**config.mk**
```make
export PLATFORM = sky130hd
export DESIGN_NAME = ped_crossing_ctrl_flat
export DESIGN_NICKNAME = d
export VERILOG_FILES = /design/src/rtl/ped_crossing_ctrl_if.sv /design/src/rtl/ped_crossing_ctrl.sv /design/src/flat_wrapper.sv
export SDC_FILE = /design/constraint.sdc
export NUM_CORES = 1
export LEC_CHECK = 0
export CAP_MARGIN = 30
export CORE_MARGIN = 2
export CORE_UTILIZATION = 50
export DETAILED_ROUTE_END_ITERATION = 7
export PLACE_DENSITY = 0.76
export SETUP_SLACK_MARGIN = 0.05
export SLEW_MARGIN = 20
export SYNTH_ARGS = -nofsm -noshare
export SYNTH_HDL_FRONTEND = slang
export SYNTH_SLANG_ARGS = --single-unit
```
**constraint.sdc**
```tcl
create_clock -name clk -period 2.01 [get_ports clk]
set_input_delay 0.201 -clock clk [delete_from_list [all_inputs] [get_ports clk]]
set_output_delay 0.201 -clock clk [all_outputs]
set_load 0.02 [all_outputs]
```
**src/rtl/ped_crossing_ctrl_if.sv**
```systemverilog
// Pedestrian crossing controller signal bundle.
// Vehicle lights and raw button in, crossing lamps and status out.
interface ped_crossing_ctrl_if #(
  parameter int CNT_W = 4
);
  logic             red;
  logic             green;
  logic             yellow;
  logic             ped_btn;
  logic             walk;
  logic             dont_walk;
  logic             flash;
  logic [CNT_W-1:0] countdown;
  logic             req_pending;
  logic             abort;
  logic             fault;

  modport master (
    output red, green, yellow, ped_btn,
    input  walk, dont_walk, flash, countdown,
    input  req_pending, abort, fault
  );

  modport slave (
    input  red, green, yellow, ped_btn,
    output walk, dont_walk, flash, countdown,
    output req_pending, abort, fault
  );
endinterface

```
**src/rtl/ped_crossing_ctrl.sv**
```systemverilog
// Pedestrian crossing controller: WALK/FLASH window at red start.
// Define PED_DEBOUNCE_EN to debounce the synchronized button.
module ped_crossing_ctrl #(
  parameter int WALK_TIME  = 3,
  parameter int FLASH_TIME = 2,
  parameter int DEBOUNCE   = 3,
  parameter int CNT_W      = 4
) (
  input  logic                clk,
  input  logic                rst,
  ped_crossing_ctrl_if.slave  bus
);

  localparam int TOT = WALK_TIME + FLASH_TIME;

  typedef enum logic [1:0] {
    IDLE,
    WALK,
    FLASH,
    FAULT
  } state_e;

  if (DEBOUNCE < 1 || TOT > (2**CNT_W) - 1) begin : g_bad_cfg
    $error("ped_crossing_ctrl: bad parameters");
  end

  state_e           state_q, state_d;
  logic [CNT_W-1:0] cnt_q, cnt_d;
  logic             s1_q, s2_q;
  logic             lvl_q, lvl_d;
  logic             red_q;
  logic             ok_q, ok_d;
  logic             req_q, req_d;
  logic             walk_q, walk_d;
  logic             dw_q, dw_d;
  logic             flash_q, flash_d;
  logic             abort_q, abort_d;
  logic             fault_q, fault_d;
  logic             press;
  logic             red_start;
  logic             one_hot;
  logic             enter;

`ifdef PED_DEBOUNCE_EN
  localparam int DB_W = $clog2(DEBOUNCE + 1);

  logic [DB_W-1:0] db_q, db_d;

  // Count consecutive high samples; level rises as count hits DEBOUNCE.
  always_comb begin
    db_d  = '0;
    lvl_d = 1'b0;
    if (s2_q) begin
      lvl_d = (db_q >= DB_W'(DEBOUNCE - 1));
      if (db_q != DB_W'(DEBOUNCE)) begin
        db_d = db_q + 1'b1;
      end else begin
        db_d = db_q;
      end
    end
  end

  // Debounce counter register.
  always_ff @(posedge clk or negedge rst) begin
    if (!rst) begin
      db_q <= '0;
    end else begin
      db_q <= db_d;
    end
  end
`else
  // Without debouncing the synchronized button is the level.
  always_comb begin
    lvl_d = s2_q;
  end
`endif

  assign press     = lvl_d & ~lvl_q;
  assign red_start = bus.red & ~red_q;
  assign one_hot   = (bus.red ^ bus.green ^ bus.yellow)
                   & ~(bus.red & bus.green & bus.yellow);

  // Next state, countdown and abort; fault wins over everything.
  always_comb begin
    state_d = state_q;
    cnt_d   = cnt_q;
    ok_d    = 1'b0;
    abort_d = 1'b0;
    enter   = 1'b0;
    if (!one_hot) begin
      state_d = FAULT;
      cnt_d   = '0;
    end else begin
      unique case (state_q)
        IDLE: begin
          if (red_start && req_q) begin
            state_d = WALK;
            cnt_d   = CNT_W'(TOT);
            enter   = 1'b1;
          end
        end
        WALK, FLASH: begin
          if (cnt_q == CNT_W'(1)) begin
            state_d = IDLE;
            cnt_d   = '0;
          end else if (!bus.red) begin
            state_d = IDLE;
            cnt_d   = '0;
            abort_d = 1'b1;
          end else begin
            cnt_d = cnt_q - 1'b1;
            if (state_q == WALK &&
                cnt_q == CNT_W'(FLASH_TIME + 1)) begin
              state_d = FLASH;
            end
          end
        end
        FAULT: begin
          if (ok_q) begin
            state_d = IDLE;
          end else begin
            ok_d = 1'b1;
          end
        end
        default: begin
          state_d = IDLE;
          cnt_d   = '0;
        end
      endcase
    end
  end

  // Request latch (set beats clear) and lamps decoded from next state.
  always_comb begin
    req_d   = press | (req_q & ~enter);
    walk_d  = (state_d == WALK);
    dw_d    = (state_d != WALK);
    flash_d = (state_d == FLASH) || (state_d == FAULT);
    fault_d = (state_d == FAULT);
  end

  // All state and registered outputs.
  always_ff @(posedge clk or negedge rst) begin
    if (!rst) begin
      state_q <= IDLE;
      cnt_q   <= '0;
      s1_q    <= 1'b0;
      s2_q    <= 1'b0;
      lvl_q   <= 1'b0;
      red_q   <= 1'b1;
      ok_q    <= 1'b0;
      req_q   <= 1'b0;
      walk_q  <= 1'b0;
      dw_q    <= 1'b1;
      flash_q <= 1'b0;
      abort_q <= 1'b0;
      fault_q <= 1'b0;
    end else begin
      state_q <= state_d;
      cnt_q   <= cnt_d;
      s1_q    <= bus.ped_btn;
      s2_q    <= s1_q;
      lvl_q   <= lvl_d;
      red_q   <= bus.red;
      ok_q    <= ok_d;
      req_q   <= req_d;
      walk_q  <= walk_d;
      dw_q    <= dw_d;
      flash_q <= flash_d;
      abort_q <= abort_d;
      fault_q <= fault_d;
    end
  end

  assign bus.walk        = walk_q;
  assign bus.dont_walk   = dw_q;
  assign bus.flash       = flash_q;
  assign bus.countdown   = cnt_q;
  assign bus.req_pending = req_q;
  assign bus.abort       = abort_q;
  assign bus.fault       = fault_q;

endmodule
```
**src/flat_wrapper.sv**
```systemverilog
// flat-port wrapper written by rule: the top's interface ports become plain ports
module ped_crossing_ctrl_flat 
#(
  parameter int WALK_TIME  = 3,
  parameter int FLASH_TIME = 2,
  parameter int DEBOUNCE   = 3,
  parameter int CNT_W      = 4
)
  (clk, rst, bus_red, bus_green, bus_yellow, bus_ped_btn, bus_walk, bus_dont_walk, bus_flash, bus_countdown, bus_req_pending, bus_abort, bus_fault);
  ped_crossing_ctrl_if #(.CNT_W(CNT_W)) bus_i ();
  input  logic clk;
  input  logic rst;
  input wire logic [$bits(bus_i.red)-1:0] bus_red;
  input wire logic [$bits(bus_i.green)-1:0] bus_green;
  input wire logic [$bits(bus_i.yellow)-1:0] bus_yellow;
  input wire logic [$bits(bus_i.ped_btn)-1:0] bus_ped_btn;
  output wire logic [$bits(bus_i.walk)-1:0] bus_walk;
  output wire logic [$bits(bus_i.dont_walk)-1:0] bus_dont_walk;
  output wire logic [$bits(bus_i.flash)-1:0] bus_flash;
  output wire logic [$bits(bus_i.countdown)-1:0] bus_countdown;
  output wire logic [$bits(bus_i.req_pending)-1:0] bus_req_pending;
  output wire logic [$bits(bus_i.abort)-1:0] bus_abort;
  output wire logic [$bits(bus_i.fault)-1:0] bus_fault;
  assign bus_i.red = bus_red;
  assign bus_i.green = bus_green;
  assign bus_i.yellow = bus_yellow;
  assign bus_i.ped_btn = bus_ped_btn;
  assign bus_walk = bus_i.walk;
  assign bus_dont_walk = bus_i.dont_walk;
  assign bus_flash = bus_i.flash;
  assign bus_countdown = bus_i.countdown;
  assign bus_req_pending = bus_i.req_pending;
  assign bus_abort = bus_i.abort;
  assign bus_fault = bus_i.fault;
  ped_crossing_ctrl #(.WALK_TIME(WALK_TIME), .FLASH_TIME(FLASH_TIME), .DEBOUNCE(DEBOUNCE), .CNT_W(CNT_W)) u_core (.clk(clk), .rst(rst), .bus(bus_i));
endmodule
```
Placement density heat map:
(8 px per um) 9 x 9 tiles, from white (low) to dark blue (high), 0 to 100% covered.
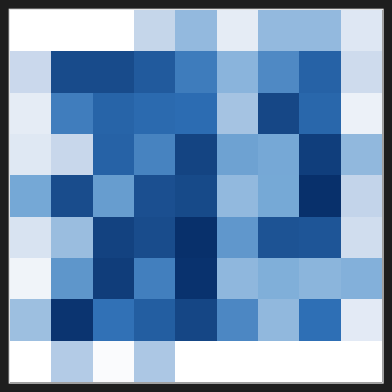
11% of the tiles are nearly empty. The mean over all tiles is 51%. The fullest tile reaches 100%. The densest ninth of the die: center. 32% of the tiles are over 75% full. The emptiest ninth of the die: south-east.
Initial Util: 0.5297
Core ar.: 0.001708 mm^2

==> Slide: Implementation Results <==
Synthesis and Place & Route Summary

Worst setup path
  • RR Startpoint: u_core.state_q[0]
  • Reg2reg setup slack: 0.23 ns
  • Crit. End Element: flop
  • Crit path max fanout: 6
  • Critical Path AT: 2.00 ns
  • R2R Path End: u_core.bus.fault
  • Critical Path RT: 2.23 ns
  • Number of cells on the worst reg-to-reg path: 6
  • Startpoint Class: flop
  • Critical path class: flop to flop
  • CP Buf/Inv Count: 1
  • Crit. Startpoint: u_core.state_q[0]
  • Worst path max stage delay: about 0.45 ns
  • Crit-path slowest cell: dfrtp_1
  • Critical Path Sink: u_core.bus.fault
  • Cell Chain, Critical Path: inv_1 > ha_1 > nand2_1 > a2bb2oi_2 > o311ai_2 > a21boi_0

Global route
  • Met1 GRT Util: 0.2241
  • Number of global-route vias before repair: ~600
  • First-pass GRT wire length: about 2600 um
  • Largest net degree at the start of global routing: 18
  • Met3 GRT Util: 0.07059
  • Gr busiest metal: met2
  • Total Routing Usage GR: 0.1734
  • Overflow after GRT: 0
  • Initial antenna violation count: 0

Logic synthesis
  • Top non-seq family: simple AND/OR/NAND/NOR gates
  • Post-synthesis cell count: roughly 80
  • AND-OR/OR-AND share of the synthesized area: 0.1521
  • Syn. warnings: 0
  • Area figure in the yosys stat output: approximately 900 um^2
  • Synth top cell by count: dfrtp_1
  • Mux frac, synth: 0.04564
  • Net Count, Synth: 94
  • Yosys stat cell total: roughly 80
  • Post-synth top cells: 15 x dfrtp_1, 9 x ha_1, 6 x inv_1, 6 x nand2_1
  • Synth Seq Share: 0.4730
  • Avg Cell Area, Syn: roughly 11 um^2
  • XOR Share, Synth: 0
  • Top cells, area: dfrtp_1 41%, ha_1 12%, dfstp_2 5.8%, mux2i_1 3.3%, inv_1 2.5%
  • Synth cell types: 32
  • Post-Syn Area: roughly 900 um^2
  • Dominant flop cell: dfrtp_1
  • Post-synthesis register bit count: 17
  • Adders+Majority by Area: 0.1245
  • Post-synth EDFFs: 0

Route
  • First drt pass iteration count: 4
  • Routed wire per std cell: approximately 12 um
  • Total Wirelength: ~1500 um
  • Met1 wire length: roughly 700 um
  • Met3 wire length: 71 um
  • Top routing layer used: met4
  • Metal2 WL: between 600 and 700 um
  • 1st-iter DRT viols: 3
  • Vias: 663
  • DRC errors left: 0

Layout
  • Multi-input gate area: roughly 440 um^2
  • Register Area: approximately 430 um^2
  • N_diodes: 0
  • Comb/total area: 0.3912
  • Flop count: 17
  • Layout fillers: roughly 130
  • Final Core Density: 0.6630
  • Multi-input comb cells: 55
  • Clock buf/inv share: 0.02431
  • Inverters: 6
  • Finished Layout Cells: between 100 and 150
  • Most frequent logic cells in the routed design: 15 x clkdlybuf4s50_1, 15 x dfrtp_1, 9 x ha_1, 6 x inv_1, 6 x nand2_1
  • Layout cells sized above 1: 0.1980
  • Fin area: between 0.001 and 0.0015 mm^2
  • Seq area share: 0.3779
  • Clock buffer count: 3
  • Layout non-clock buf frac: 0.1591

STA
  • Max Clk Rate: about 0.56 GHz
  • Max-slew violations: 0
  • Setup TNS: 0 ns
  • Clk_skew: ~0.01 ns
  • Final setup violation count: 0
  • Final hold violations: 0
  • PnR worst setup slack: between 0.2 and 0.25 ns
  • Clock period minus worst slack: 1.777 ns
  • Rel. slew slack: 0.6720
  • Post-route clock period utilization: 0.8842

Pwr
  • Leak: 0.5026 nW
  • Combinational share of power: 0.523
  • Int Pwr: ~0.87 mW
  • Pwr Total: 1.426 mW
  • PwrDens: 1259 mW/mm^2
  • Clk. pwr: between 0.15 and 0.2 mW
  • Sw power: around 0.55 mW
  • Sw frac: 0.3879
  • Clock power frac: 0.126
  • Flop+latch power: about 0.50 mW
  • P_comb: 0.746 mW

Hold path
  • Worst Hold Class: primary input to async pin

Placed design
  • Dpl cell area: 0.001105 mm^2
  • Half-perimeter wire length after placement: about 1200 um
  • PortBufs: 15
  • Placer congestion estimate: between 0.8 and 0.9
  • Worst slack, placed: 0.1387 ns

Die
  • Tap Count: 25
  • Site row count: 15
  • Chip area: ~0.0022 mm^2

Clock network
  • Clk root buf: clkbuf_4
  • # clock sinks: 17
  • CTS Buffer Depth: 2
  • Total setup buffers inserted after CTS: 0
  • Worst-path clk slew: around 0.10 ns
  • CTS tree: built
  • CTS resizes: 0
  • CTS Hold Bufs: 0
  • H-tree levels: 1

Run
  • Max Cap Viol: 0
  • Tool warnings: 32

Run status
  • Outcome: completed
Floorplan with the power grid:
(8 px per um) Pins as bars on the die edge. Tap cells in gray.
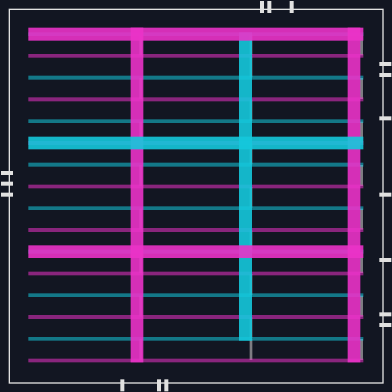
VDD: drawn in cyan. VSS: drawn in magenta.
16 met1 rails follow the rows. 16 signal pins sit on the boundary. 3 straps on met4.
Peak supply drop: 0.0006684 V
Die Span X: 46.54 um
Die Ht: 46.54 um

Power is estimated from default activity; no workload was simulated.
